### Clock distribution

Bar = 10 um.
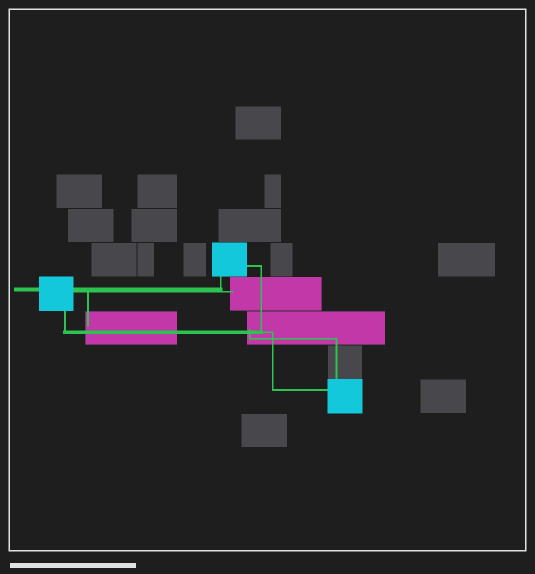
### Track usage over the die

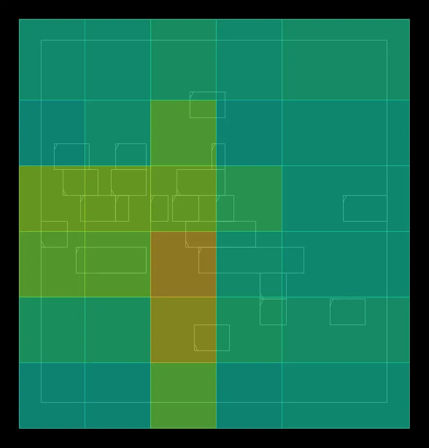
### Routed metal, one colour a layer

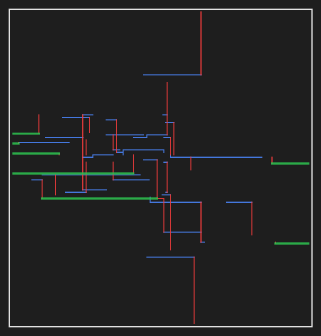
### Nets reached from selected ports

Bar = 10 um.
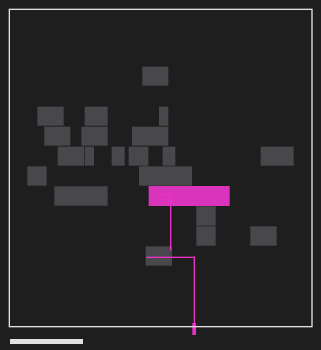
Design reqack_tph2rdyval, sky130hd; sources not shown.
==> metrics.yaml <==
ant_nets: 0
syn_nets: 15
log.warning_count: 26
worst-path-stages: 1
maxPowerGroup: "the clock network"
synthesis.area_um2: 120
dieArea_um2: 1760
num-fill-cells: 157
overflow: 0
top_cell_area_share_pct: 33.3
tns_ps: 0
combGateArea_um2: 46.3
antenna_found_initial: 0
grt_pass1_wl_um: 489
switchingPower_w: 0.0000605
coreArea_um2: 1380
ys_top_logic_family: "simple AND/OR/NAND/NOR gates"
rsz0062_at_grt: "false"
cp-end-kind: "output port"
synth-xor-area-share_pct: 7.29
seqCellArea_um2: 70.1
hold_violations: 0
path_cells: "clkdlybuf4s50_1"
vias_per_cell: 2.92
firstDrtPassIters: 2
num_rows: 14
area_leaders: "dfxtp_1 33%, edfxtp_1 25%, nand2b_4 11%"
dp_hpwl_um: 204
total_leakage_power_nw: 0.114
status: "completed"
yosys.area_share.aoi_pct: 8.33
path_delay_family: "buffers and inverters"
synthCells: 10
final_area_um2: 243
ys_seq_share_pct: 58.3
cts.sinks: 3
cts.reportedPaths.clkPinSlew_ps: 40
crit_path_max_fanout: 3
synth.distinct_cells: 8
worst_slew_pin_slew_ps: 221
yosys_most_used_dff: "dfxtp_1"
critPathMaxStageDelay_ps: 620
slew_violations: 0
period_minus_slack_ps: 1600
edf_count: 1
finalSetupViolCount: 0
ys_cells: 10
comb_power_share_pct: 15.1
grt_max_degree: 4
adder_share_pct: 0
slew_headroom_pct: 85.3
drive_above_1_share_pct: 23.8
dp_slack_ps: 271
ctsHoldBuffers: 0
place_congestion: 0.595
drv_cap: 0
drc: 0
layout.nets: 27
timing.fmax_ghz: 0.624
placed_area_um2: 210
simple_gate_share_pct: 14.6
vdd_ir_drop_max_mv: 0.422
common_cells: "2 x a21oi_1, 2 x dfxtp_1"
muxShareOfSynthArea_pct: 8.33
yosysTopAreaCell: "dfxtp_1"
cts_root_buffer: "clkbuf_4"
cts.path.max_buffers: 2
p_comb_w: 0.0000409
worstRegToRegCells: 2
synth_warnings: 0
layout.cells.most_common: "clkdlybuf4s50_1"
syn2layout_area_growth_pct: 102
lay_top_cells: "6 x clkdlybuf4s50_1, 4 x clkbuf_4, 2 x a21oi_1, 2 x dfxtp_1"
diodes: 0
drt_iter0_drc: 2
grt_pass1_vias: 129
initCoreUtil_pct: 8.68
cp.arrival_ps: 1210
critPathBufInv: 1
ff2ff_setup_slack_ps: 750
whs_path_depth: 2
worst_setup_path_start_kind: "flip-flop"
ctsHtreeMaxLevel: 1
p_per_area_nw_per_um2: 1110
cts_resized: 0
synth_area_per_cell_um2: 12.0
seqPwrFrac_pct: 31.9
fin_hold_ws_ps: 465
p_int_w: 0.000210
finalPower_w: 0.000270
finalWorstSetupSlack_ps: 97.2
synth_chip_area_um2: 120
die_h_um: 43
hp-class: "reg -> reg"
p_seq_w: 0.0000861
numCtsBuffers: 3
cts_tree: "done"
critPathSlowestCell: "clkdlybuf4s50_1"
clock.latency.late_pin_ps: 230
fp.dieW_um: 41
async_reset_ff_share_pct: 0
Notes on 'Clock distribution' above:
Magenta stands for flip-flops, count 3. Green stands for clock wires, length 85.7 um. Cyan stands for clock-net drivers, count 3.
There are 4 routed clock nets.
clock-net power: 0.000143 W
clock network power share: 53.0%

Notes on 'Track usage over the die' above:
GR met2 Demand/Resource: 5.00%
met1 usage: 4.50%
grt met3 use: 7.85%
Layout Utilization: 17.5%
WL/cell: 7.35 um

Notes on 'Routed metal, one colour a layer' above:
Green stands for M3, wire length 51.8 um. Red stands for M2, wire length 104 um. Blue stands for M1, wire length 117 um.
WL final: 272 um
via count: 108

Notes on 'Nets reached from selected ports' above:
Magenta stands for i_dat, direction input, edge bottom, end cells 1, buffers 1, wire 24.1 um.
IO Count: 8
number of port buffers: 7

per-stage QoR:
| stage | utilization, % | cells |
|---|---|---|
| after floorplan | - | 10 |
| after CTS | 17.4 | 37 |
| after detailed placement | 15.2 | 33 |
| final | 17.5 | 37 |
| after global routing | 17.5 | 37 |
| after global placement | 15.2 | 33 |
per-layer routing:
| metal | share of wire, % | up-vias | track usage (%) |
|---|---|---|---|
| met3 | 19 | 0 | 7.85 |
| met1 | 43 | 46 | 4.50 |
| li1 | - | 54 | - |
| met2 | 38 | 8 | 5.00 |
| met4 | 0 | 0 | 4.00 |
| met5 | 0 | - | 0 |
layout make-up:
class	instances	area share [%]
clock buffer	4	12.4
inverter	1	1.55
multi-input combinational	6	19.1
sequential	3	28.9
tap	16	8.25
timing repair buffer	7	29.9
No activity file was given, so power comes from the tool's default toggle rates.
